===== config.mk =====
export PLATFORM = sky130hd
export DESIGN_NAME = hd44780_byte_tx_flat
export DESIGN_NICKNAME = d
export VERILOG_FILES = /design/src/rtl/hd44780_byte_tx_if.sv /design/src/rtl/hd44780_byte_tx.sv /design/src/flat_wrapper.sv
export SDC_FILE = /design/constraint.sdc
export NUM_CORES = 1
export LEC_CHECK = 0
export CAP_MARGIN = 15
export CELL_PAD_IN_SITES_DETAIL_PLACEMENT = 0
export CELL_PAD_IN_SITES_GLOBAL_PLACEMENT = 2
export CORE_MARGIN = 2
export CORE_UTILIZATION = 32
export CTS_BUF_LIST = sky130_fd_sc_hd__clkbuf_16
export DETAILED_ROUTE_END_ITERATION = 6
export GPL_TIMING_DRIVEN = 0
export PLACE_DENSITY = 0.87
export SYNTH_ARGS = -nofsm -noshare
export SYNTH_HDL_FRONTEND = slang
export SYNTH_SLANG_ARGS = --single-unit

===== constraint.sdc =====
create_clock -name clk -period 2.5 [get_ports clk]
set_clock_uncertainty 0.2 [all_clocks]
set_input_delay 0.75 -clock clk [delete_from_list [all_inputs] [get_ports clk]]
set_output_delay 0.75 -clock clk [all_outputs]
set_load 0.03 [all_outputs]

===== src/rtl/hd44780_byte_tx_if.sv =====
// Request/response channel between the LCD sequencer and the byte write engine.
interface hd44780_byte_tx_if;
  logic       in_valid;
  logic       in_ready;
  logic       in_rs;
  logic [7:0] in_data;
  logic       in_nibble_only;
  logic       done;

  modport master (
    output in_valid, in_rs, in_data, in_nibble_only,
    input  in_ready, done
  );

  modport slave (
    input  in_valid, in_rs, in_data, in_nibble_only,
    output in_ready, done
  );
endinterface


===== src/rtl/hd44780_byte_tx.sv =====
// HD44780 4-bit bus byte writer: two E-strobed nibbles (or one for mode entry),
// then a fixed controller execution wait before the next byte is accepted.
module hd44780_byte_tx #(
  parameter int unsigned E_CYCLES         = 2,
  parameter int unsigned GAP_CYCLES       = 2,
  parameter int unsigned EXEC_CYCLES      = 20,
  parameter int unsigned LONG_EXEC_CYCLES = 2500,
  parameter int unsigned CNT_W            = 12
) (
  input  logic               clk,
  input  logic               rst,
  hd44780_byte_tx_if.slave   req,
  output logic               e,
  output logic               rs,
  output logic [3:0]         db
);

  typedef enum logic [2:0] {IDLE, HI_E, GAP, LO_E, EXEC} state_t;

  localparam logic [CNT_W-1:0] E_LOAD    = CNT_W'(E_CYCLES - 1);
  localparam logic [CNT_W-1:0] GAP_LOAD  = CNT_W'(GAP_CYCLES - 1);
  localparam logic [CNT_W-1:0] EXEC_LOAD = CNT_W'(EXEC_CYCLES - 1);
  localparam logic [CNT_W-1:0] LONG_LOAD = CNT_W'(LONG_EXEC_CYCLES - 1);

  state_t           state_q, state_d;
  logic [CNT_W-1:0] cnt_q, cnt_d;
  logic             e_q, e_d;
  logic             rs_q, rs_d;
  logic [3:0]       db_q, db_d;
  logic [3:0]       lo_q, lo_d;
  logic             nib_q, nib_d;
  logic             long_q, long_d;
  logic             done_q, done_d;
  logic             cnt_zero;

  assign cnt_zero = (cnt_q == '0);

  always_ff @(posedge clk) begin
    if (rst) begin
      state_q <= IDLE;
      cnt_q   <= '0;
      e_q     <= 1'b0;
      rs_q    <= 1'b0;
      db_q    <= 4'h0;
      lo_q    <= 4'h0;
      nib_q   <= 1'b0;
      long_q  <= 1'b0;
      done_q  <= 1'b0;
    end else begin
      state_q <= state_d;
      cnt_q   <= cnt_d;
      e_q     <= e_d;
      rs_q    <= rs_d;
      db_q    <= db_d;
      lo_q    <= lo_d;
      nib_q   <= nib_d;
      long_q  <= long_d;
      done_q  <= done_d;
    end
  end

  always_comb begin
    state_d = state_q;
    cnt_d   = cnt_q;
    e_d     = e_q;
    rs_d    = rs_q;
    db_d    = db_q;
    lo_d    = lo_q;
    nib_d   = nib_q;
    long_d  = long_q;
    done_d  = 1'b0;

    case (state_q)
      IDLE: begin
        if (req.in_valid) begin
          // high nibble goes straight to the pins; only the low nibble is kept
          rs_d    = req.in_rs;
          db_d    = req.in_data[7:4];
          lo_d    = req.in_data[3:0];
          nib_d   = req.in_nibble_only;
          long_d  = !req.in_rs && (req.in_data[7:2] == 6'b0) && !req.in_nibble_only;
          e_d     = 1'b1;
          cnt_d   = E_LOAD;
          state_d = HI_E;
        end
      end
      HI_E: begin
        if (cnt_zero) begin
          e_d = 1'b0;
          if (nib_q) begin
            cnt_d   = EXEC_LOAD;
            state_d = EXEC;
          end else begin
            cnt_d   = GAP_LOAD;
            state_d = GAP;
          end
        end else begin
          cnt_d = cnt_q - CNT_W'(1);
        end
      end
      GAP: begin
        if (cnt_zero) begin
          db_d    = lo_q;
          e_d     = 1'b1;
          cnt_d   = E_LOAD;
          state_d = LO_E;
        end else begin
          cnt_d = cnt_q - CNT_W'(1);
        end
      end
      LO_E: begin
        if (cnt_zero) begin
          e_d     = 1'b0;
          cnt_d   = long_q ? LONG_LOAD : EXEC_LOAD;
          state_d = EXEC;
        end else begin
          cnt_d = cnt_q - CNT_W'(1);
        end
      end
      EXEC: begin
        if (cnt_zero) begin
          done_d  = 1'b1;
          state_d = IDLE;
        end else begin
          cnt_d = cnt_q - CNT_W'(1);
        end
      end
      default: begin
        e_d     = 1'b0;
        state_d = IDLE;
      end
    endcase
  end

  assign req.in_ready = (state_q == IDLE);
  assign req.done     = done_q;
  assign e            = e_q;
  assign rs           = rs_q;
  assign db           = db_q;

endmodule


===== src/flat_wrapper.sv =====
// flat-port wrapper written by rule: the top's interface ports become plain ports
module hd44780_byte_tx_flat 
#(
  parameter int unsigned E_CYCLES         = 2,
  parameter int unsigned GAP_CYCLES       = 2,
  parameter int unsigned EXEC_CYCLES      = 20,
  parameter int unsigned LONG_EXEC_CYCLES = 2500,
  parameter int unsigned CNT_W            = 12
)
  (clk, rst, e, rs, db, req_in_valid, req_in_rs, req_in_data, req_in_nibble_only, req_in_ready, req_done);
  hd44780_byte_tx_if req_i ();
  input  logic clk;
  input  logic rst;
  output logic e;
  output logic rs;
  output logic [3:0] db;
  input wire logic [$bits(req_i.in_valid)-1:0] req_in_valid;
  input wire logic [$bits(req_i.in_rs)-1:0] req_in_rs;
  input wire logic [$bits(req_i.in_data)-1:0] req_in_data;
  input wire logic [$bits(req_i.in_nibble_only)-1:0] req_in_nibble_only;
  output wire logic [$bits(req_i.in_ready)-1:0] req_in_ready;
  output wire logic [$bits(req_i.done)-1:0] req_done;
  assign req_i.in_valid = req_in_valid;
  assign req_i.in_rs = req_in_rs;
  assign req_i.in_data = req_in_data;
  assign req_i.in_nibble_only = req_in_nibble_only;
  assign req_in_ready = req_i.in_ready;
  assign req_done = req_i.done;
  hd44780_byte_tx #(.E_CYCLES(E_CYCLES), .GAP_CYCLES(GAP_CYCLES), .EXEC_CYCLES(EXEC_CYCLES), .LONG_EXEC_CYCLES(LONG_EXEC_CYCLES), .CNT_W(CNT_W)) u_core (.clk(clk), .rst(rst), .req(req_i), .e(e), .rs(rs), .db(db));
endmodule

==> reports/qor.csv, run 1 <==
stage,metric,value,unit
run_status,outcome,finished clean,
clock_tree,ctsHoldBuffers,0,
pwr,clkPwrFrac,14.4,%
clock_tree,insertion_delay,0.26,ns
flow_run,drv_cap,0,
logic_synthesis,simple_gate_area_share,31.05,%
setup_path,critical_path_arrival,2.36,ns
clock_tree,h-tree-depth,1,
final_layout,area_delta_synth_final,25.29,%
clock_tree,cts_setup_buffers,0,
final_layout,final_cell_count_no_fill,288,
route,drt-pass1-iter-count,4,
pwr,comb_power,2.11,mW
pwr,p_seq,0.751,mW
route,route.detailed.drc,0,
logic_synthesis,fa_ha_area_share,1.556,%
final_layout,lay_top_cells,"dfxtp_1, nand2_1, clkdlybuf4s50_1",
logic_synthesis,top_cells_by_count,"dfxtp_1, nand2_1, nor2_1, o21ai_0",
sta,setup_tns,0,ns
logic_synthesis,yosysCellCount,197,
sta,min_period_over_period,96.01,%
logic_synthesis,synth.most_common_cell,dfxtp_1,
floorplanning,chipArea,5607,µm²
sta,setup_viol,0,
route,routed_wl,4418,µm
sta,finalCriticalPeriod,2.400,ns
pwr,p_int,1.735,mW
pwr,top_power_group,combinational logic,
logic_synthesis,floorplan.nets,212,
setup_path,crit_path_end_kind,register,
final_layout,seq_area_share,27.83,%
logic_synthesis,topCellsByArea,"dfxtp_1, nand2_1, mux2i_1",
setup_path,regToRegStartpoint,u_core.cnt_q[0],
logic_synthesis,synthXorXnorAreaFrac,1.089,%
worst_hold_path,holdPathStages,2,
final_layout,layout.area.top_class,logic gates,
logic_synthesis,avgSynthCellArea,8.161,µm²
floorplanning,num_tap_cells,67,
grt,overflow,0,
place,place_congestion,0.7505,
sta,worst_pin_slew,0.7569,ns
place,dp_hpwl,3209,µm
sta,slew_violations,0,
logic_synthesis,largest_area_cell,dfxtp_1,
grt,gr-usage-all-layers,17.10,%
setup_path,crit_fanout,8,
grt,grt_max_degree,17,
final_layout,numSequentialCells,28,
setup_path,reg2reg_depth,8,
final_layout,finish.instance_area,2014,µm²
route,route.met2.wl,2196,µm
route,met3_length,193,µm
final_layout,diodes,0,
final_layout,num-nonclk-buffers,35,
grt,top_usage_layer,met2,
logic_synthesis,mux_share,4.358,%
sta,max-slew-margin-rel,49.43,%
route,routedWlPerCell,15.34,µm
final_layout,final_common_cell,dfxtp_1,
route,num_vias,1546,
logic_synthesis,syn_inst,197,
route,first_iter_violations,98,
logic_synthesis,ff_type,dfxtp_1,
final_layout,logic_gates,151,
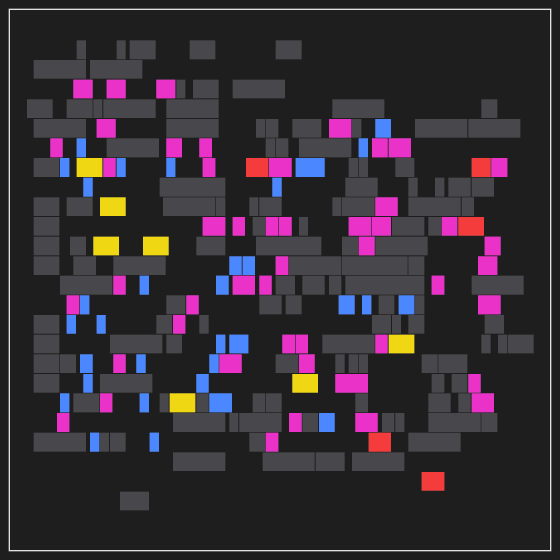
(run_1/gate_families.png)
legend:
  red:
    family: AND-OR and OR-AND gates
    cells: 5
    most_used: a211o_1
  blue:
    family: NAND gates
    cells: 32
    most_used: nand2_1
  magenta:
    family: inverting AOI/OAI gates
    cells: 48
  yellow:
    family: multiplexers
    cells: 7
    most_used: mux2i_1

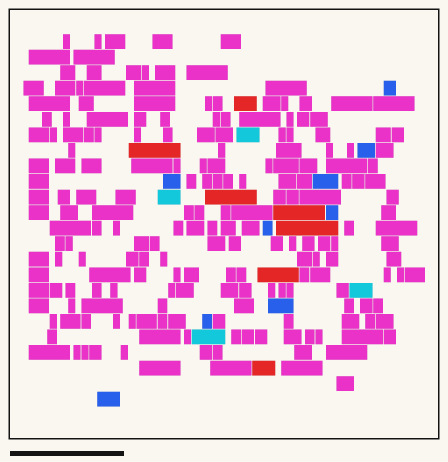
(run_1/drive_strength.png)
Bar = 20 µm.
legend:
  red:
    size: drive 6 and up
    cells: 7
    share: 3.2%
  blue:
    size: drive 2
    cells: 9
    share: 4.1%
  cyan:
    size: drive 3 to 4
    cells: 4
    share: 1.8%
  magenta:
    size: drive 1 or less
    cells: 201
    share: 91%

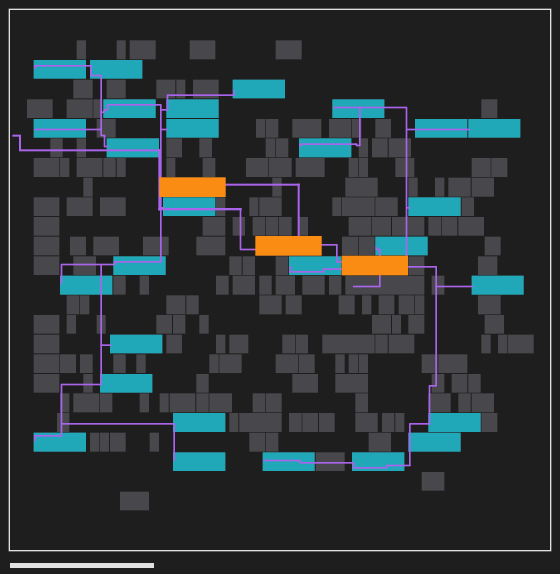
(run_1/clock_map.png)
Bar = 20 µm.
legend:
  cyan:
    item: flip-flops
    count: 28
  orange:
    item: cells driving clock nets
    count: 3
  purple:
    item: clock wires
    length: 383 µm
routed clock nets: 4

==> run 2, diff against run 1 <==
Settings changed: GPL_TIMING_DRIVEN 0 to 1.
==> run 2 against run 1 <==
Net effect: synthesized cell count stayed put; die area stayed put; cell area is 1.9% higher; combinational power hardly changed; sequential power is 4.1% higher; total power is 0.76% higher; cell count is 0.35% higher; non-clock buffer count is 1 higher; largest cell class unchanged; largest power group unchanged; highest routed layer unchanged.
==> reports/qor.csv, run 2 <==
stage,metric,value,unit,change
setup_path,regToRegStartpoint,u_core.cnt_q[0],,unchanged
logic_synthesis,syn_inst,197,,unchanged
final_layout,n_fill_cell,525,,was 497
floorplanning,die-height,74.88,µm,unchanged
pwr,comb_power,2.10,mW,was 2.11 mW
flow_run,drv_cap,0,,unchanged
logic_synthesis,topCellsByArea,"dfxtp_1, nand2_1, mux2i_1",,unchanged
logic_synthesis,synth.most_common_cell,dfxtp_1,,unchanged
worst_hold_path,worstHoldEndpoint,u_core.lo_q[1],,unchanged
setup_path,reg2reg_depth,8,,unchanged
setup_path,r2r-end,u_core.cnt_q[4],,was u_core.cnt_q[6]
final_layout,logic_gates,151,,unchanged
worst_hold_path,holdPathStages,2,,unchanged
pwr,p_seq,0.782,mW,was 0.751 mW
route,num_vias,1518,,was 1546
pwr,top_power_group,combinational logic,,unchanged
logic_synthesis,yosysCellCount,197,,unchanged
final_layout,final_cell_count_no_fill,289,,was 288
logic_synthesis,synthXorXnorAreaFrac,1.089,%,unchanged
setup_path,critical_path_arrival,1.36,ns,was 2.36 ns
final_layout,num-nonclk-buffers,36,,was 35
clock_tree,cts_setup_buffers,0,,unchanged
route,first_iter_violations,73,,was 98
final_layout,final_common_cell,dfxtp_1,,unchanged
logic_synthesis,largest_area_cell,dfxtp_1,,unchanged
sta,setup_tns,0,ns,unchanged
route,route.met2.wl,2045,µm,was 2196 µm
final_layout,diodes,0,,unchanged
route,met3_length,150,µm,was 193 µm
grt,globalRouteMet2Util,30.02,%,was 30.12%
route,route.detailed.drc,0,,unchanged
setup_path,crit_chain,"nor3_1, buf_4, buf_4",,"was inv_1, ha_1, nor2b_1, and2_1, buf_2, a31oi_2, nor2_1, a211o_1"
logic_synthesis,simple_gate_area_share,31.05,%,unchanged
sta,max-slew-margin-rel,67.65,%,was 49.43%
place,dp_hpwl,3031,µm,was 3209 µm
sta,finalCriticalPeriod,2.313,ns,was 2.400 ns
logic_synthesis,synth.top_cell.area_share,34.86,%,unchanged
final_layout,layout.area.top_class,logic gates,,unchanged
setup_path,crit_fanout,12,,was 8
logic_synthesis,fa_ha_area_share,1.556,%,unchanged
floorplanning,ios,21,,unchanged
clock_tree,ctsHoldBuffers,0,,unchanged
final_layout,numSequentialCells,28,,unchanged
route,drt-pass1-iter-count,4,,unchanged
floorplanning,num_rows,25,,unchanged
final_layout,seq_area_share,27.30,%,was 27.83%
route,routed_wl,4144,µm,was 4418 µm
clock_tree,clk_pin_slew_worst_paths,0.07,ns,about the same
setup_path,crit_path_end_kind,primary output,,was register
sta,worst_pin_slew,0.4811,ns,was 0.7569 ns
final_layout,final_util,42.90,%,was 42.09%
pwr,clkPwrFrac,14.3,%,was 14.4%
run_status,outcome,finished clean,,unchanged
logic_synthesis,avgSynthCellArea,8.161,µm²,unchanged
grt,gr-usage-all-layers,16.55,%,was 17.10%
logic_synthesis,ff_type,dfxtp_1,,unchanged
clock_tree,cts_root_buf,clkbuf_16,,unchanged
logic_synthesis,synthArstFlopShare,0,%,unchanged
grt,use_met3,2.811,%,was 3.079%
final_layout,lay_top_cells,"dfxtp_1, nand2_1, clkdlybuf4s50_1",,unchanged
setup_path,start_kind,register,,unchanged
grt,top_usage_layer,met2,,unchanged
clock_tree,h-tree-depth,1,,unchanged
final_layout,area_delta_synth_final,27.70,%,was 25.29%
setup_path,worst-path-stages,3,,was 8
logic_synthesis,mux_share,4.358,%,unchanged
pwr,p_int,1.802,mW,was 1.735 mW
grt,grt_max_degree,26,,was 17
floorplanning,chipArea,5607,µm²,unchanged
logic_synthesis,floorplan.nets,212,,unchanged
grt,overflow,0,,unchanged
route,routedWlPerCell,14.34,µm,was 15.34 µm
sta,min_period_over_period,92.53,%,was 96.01%
place,place_congestion,0.8010,,was 0.7505
setup_path,startpoint,u_core.state_q[0],,was u_core.cnt_q[0]
clock_tree,insertion_delay,0.26,ns,about the same
logic_synthesis,top_cells_by_count,"dfxtp_1, nand2_1, nor2_1, o21ai_0",,unchanged
sta,slew_violations,0,,unchanged
sta,setup_viol,0,,unchanged
clock_tree,cts_resized,0,,was 6
grt,antenna_found_initial,0,,unchanged
floorplanning,num_tap_cells,67,,unchanged
final_layout,finish.instance_area,2053,µm²,was 2014 µm²
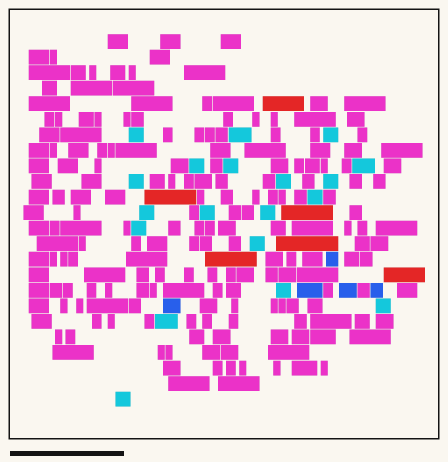
(run_2/drive_strength.png)
Bar = 20 µm.
legend:
  blue:
    size: drive 2
    cells: 5
    share: 2.3%
  magenta:
    size: drive 1 or less
    cells: 192
    share: 86%
  cyan:
    size: drive 3 to 4
    cells: 19
    share: 8.6%
  red:
    size: drive 6 and up
    cells: 6
    share: 2.7%

==> run 3, diff against run 2 <==
Settings changed: SLEW_MARGIN from default to 40.
==> run 3 against run 2 <==
Net effect: global-route usage stayed put; sequential share of layout area unchanged; largest power group unchanged; non-clock buffer count did not move.
==> reports/qor.csv, run 3 <==
stage,metric,value,unit,change
setup_path,crit_path_end_kind,primary output,,unchanged
final_layout,lay_top_cells,"dfxtp_1, nand2_1, clkdlybuf4s50_1",,unchanged
sta,whs,0.2636,ns,unchanged
grt,gr-usage-all-layers,16.55,%,unchanged
logic_synthesis,yosysCellCount,197,,unchanged
pwr,comb_power,2.10,mW,about the same
flow_run,drv_cap,0,,unchanged
grt,grt_pass1_wl,7155,µm,unchanged
pwr,p_switching,1.564,mW,unchanged
setup_path,cp_slowest_cell,dfxtp_1,,unchanged
final_layout,diodes,0,,unchanged
sta,worst_slack,0.1868,ns,unchanged
route,maxUsedRoutingLayer,met4,,unchanged
logic_synthesis,synth.top_cell.area_share,34.86,%,unchanged
final_layout,final_cell_count_no_fill,289,,unchanged
final_layout,buf_share,16.09,%,unchanged
place,dp_hpwl,3031,µm,unchanged
grt,use_met3,2.811,%,unchanged
floorplanning,fp.dieW,74.88,µm,unchanged
grt,overflow,0,,unchanged
floorplanning,num_tap_cells,67,,unchanged
setup_path,critical_path_arrival,1.36,ns,about the same
worst_hold_path,worstHoldStart,u_core.lo_q[1],,unchanged
final_layout,area_delta_synth_final,27.70,%,unchanged
sta,finalCriticalPeriod,2.313,ns,unchanged
floorplanning,core,4786,µm²,unchanged
setup_path,startpoint,u_core.state_q[0],,unchanged
pwr,p_seq_share,23.2,%,about the same
route,route.detailed.drc,0,,unchanged
route,wl_met1,1916,µm,unchanged
floorplanning,num_rows,25,,unchanged
final_layout,numSequentialCells,28,,unchanged
logic_synthesis,synthXorXnorAreaFrac,1.089,%,unchanged
setup_path,r2r_slack,0.20,ns,about the same
sta,setup_viol,0,,unchanged
clock_tree,cts_setup_buffers,0,,unchanged
place,pre_cts_ws,-0.1145,ns,unchanged
logic_synthesis,synthTopLogicFamily,simple AND/OR/NAND/NOR gates,,unchanged
floorplanning,ios,21,,unchanged
final_layout,drive_gt1_share,13.51,%,unchanged
final_layout,clock_buffer_count,3,,unchanged
route,first_iter_violations,73,,unchanged
place,place_area,1948,µm²,unchanged
setup_path,endpoint,req_in_ready,,unchanged
logic_synthesis,ys_area,1608,µm²,unchanged
route,route.met2.wl,2045,µm,unchanged
pwr,top_power_group,combinational logic,,unchanged
setup_path,path_buffers,2,,unchanged
final_layout,logic_gates,151,,unchanged
clock_tree,clockBufferDepth,2,,unchanged
floorplanning,chipArea,5607,µm²,unchanged
logic_synthesis,compound_area_share,21.79,%,unchanged
logic_synthesis,synthArstFlopShare,0,%,unchanged
pwr,p_seq,0.782,mW,about the same
final_layout,comb_area_share,46.86,%,unchanged
pwr,power,3.365,mW,unchanged
place,place_congestion,0.8010,,unchanged
grt,grt_use_met1,20.21,%,unchanged
sta,slew_violations,0,,unchanged
pwr,switching_share,46.46,%,unchanged
pwr,pwr-share-comb,62.4,%,about the same
pwr,p_int,1.802,mW,unchanged
logic_synthesis,ff_type,dfxtp_1,,unchanged
logic_synthesis,simple_gate_area_share,31.05,%,unchanged
sta,max-slew-margin-rel,67.65,%,unchanged
setup_path,r2r-end,u_core.cnt_q[4],,unchanged
clock_tree,cts_tree,done,,unchanged
worst_hold_path,holdPathStages,2,,unchanged
final_layout,final_common_cell,dfxtp_1,,unchanged
route,drtAntennaViolNets,0,,unchanged
grt,globalRouteMet2Util,30.02,%,unchanged
logic_synthesis,yosys_warnings,0,,unchanged
run_status,outcome,finished clean,,unchanged
final_layout,num-nonclk-buffers,36,,unchanged
setup_path,crit_fanout,12,,unchanged
logic_synthesis,topCellsByArea,"dfxtp_1, nand2_1, mux2i_1",,unchanged
sta,rsz0062_at_grt,false,,unchanged
final_layout,final_nets,238,,unchanged
clock_tree,clk_pin_slew_worst_paths,0.07,ns,about the same
final_layout,logic_area,962.2,µm²,unchanged
logic_synthesis,synth_cell_types,50,,unchanged
route,met3_length,150,µm,unchanged
setup_path,max_stage_delay,0.42,ns,about the same
setup_path,reg2reg_depth,8,,unchanged
logic_synthesis,synth.most_common_cell,dfxtp_1,,unchanged
logic_synthesis,synth-edff-count,0,,unchanged
sta,min_period_over_period,92.53,%,unchanged
setup_path,start_kind,register,,unchanged
pwr,clkPwrFrac,14.3,%,about the same
logic_synthesis,fa_ha_area_share,1.556,%,unchanged
route,drt-pass1-iter-count,4,,unchanged
setup_path,path_common_cell,buf_4,,unchanged
final_layout,final_util,42.90,%,unchanged
final_layout,finish.instance_area,2053,µm²,unchanged
final_layout,seq_area_share,27.30,%,unchanged
setup_path,crit_required,1.55,ns,about the same
setup_path,regToRegStartpoint,u_core.cnt_q[0],,unchanged
worst_hold_path,worstHoldEndpoint,u_core.lo_q[1],,unchanged
setup_path,worst-path-stages,3,,unchanged
grt,grt_max_degree,26,,unchanged
logic_synthesis,syn_inst,197,,unchanged
setup_path,crit_type,register to primary output,,unchanged
logic_synthesis,largest_area_cell,dfxtp_1,,unchanged
route,num_vias,1518,,unchanged
sta,hold_violations,0,,unchanged
final_layout,largest_reg_flops,12,,unchanged
clock_tree,h-tree-depth,1,,unchanged
route,routedWlPerCell,14.34,µm,unchanged
sta,worst_pin_slew,0.4811,ns,unchanged
logic_synthesis,yosysSeqAreaShare,34.86,%,unchanged
route,routed_wl,4144,µm,unchanged
grt,top_usage_layer,met2,,unchanged
clock_tree,ctsHoldBuffers,0,,unchanged
final_layout,n_fill_cell,525,,unchanged
pwr,p_leak,0.7797,nW,unchanged
floorplanning,die-height,74.88,µm,unchanged
logic_synthesis,floorplan.nets,212,,unchanged
logic_synthesis,mux_share,4.358,%,unchanged
pwr,power.density,1639,nW/µm²,unchanged
final_layout,layout.area.top_class,logic gates,,unchanged
clock_tree,cts_resized,0,,unchanged
clock_tree,cts_root_buf,clkbuf_16,,unchanged
grt,grt_pass1_vias,1528,,unchanged
logic_synthesis,top_cells_by_count,"dfxtp_1, nand2_1, nor2_1, o21ai_0",,unchanged
flow_run,tool_warnings,27,,unchanged
logic_synthesis,synth_area,1608,µm²,unchanged
final_layout,clockNetworkAreaShare,5.119,%,unchanged
setup_path,crit_chain,"nor3_1, buf_4, buf_4",,unchanged
logic_synthesis,synth_flops,28,,unchanged
sta,setup_tns,0,ns,unchanged
grt,antenna_found_initial,0,,unchanged
logic_synthesis,avgSynthCellArea,8.161,µm²,unchanged
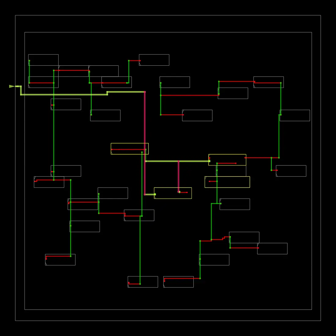
(run_3/final_clocks.png)
clk latency late pin: 0.26 ns
Inserted Clock Buffers: 3
clock-net power: 0.483 mW

Power is estimated from default activity; no workload was simulated.
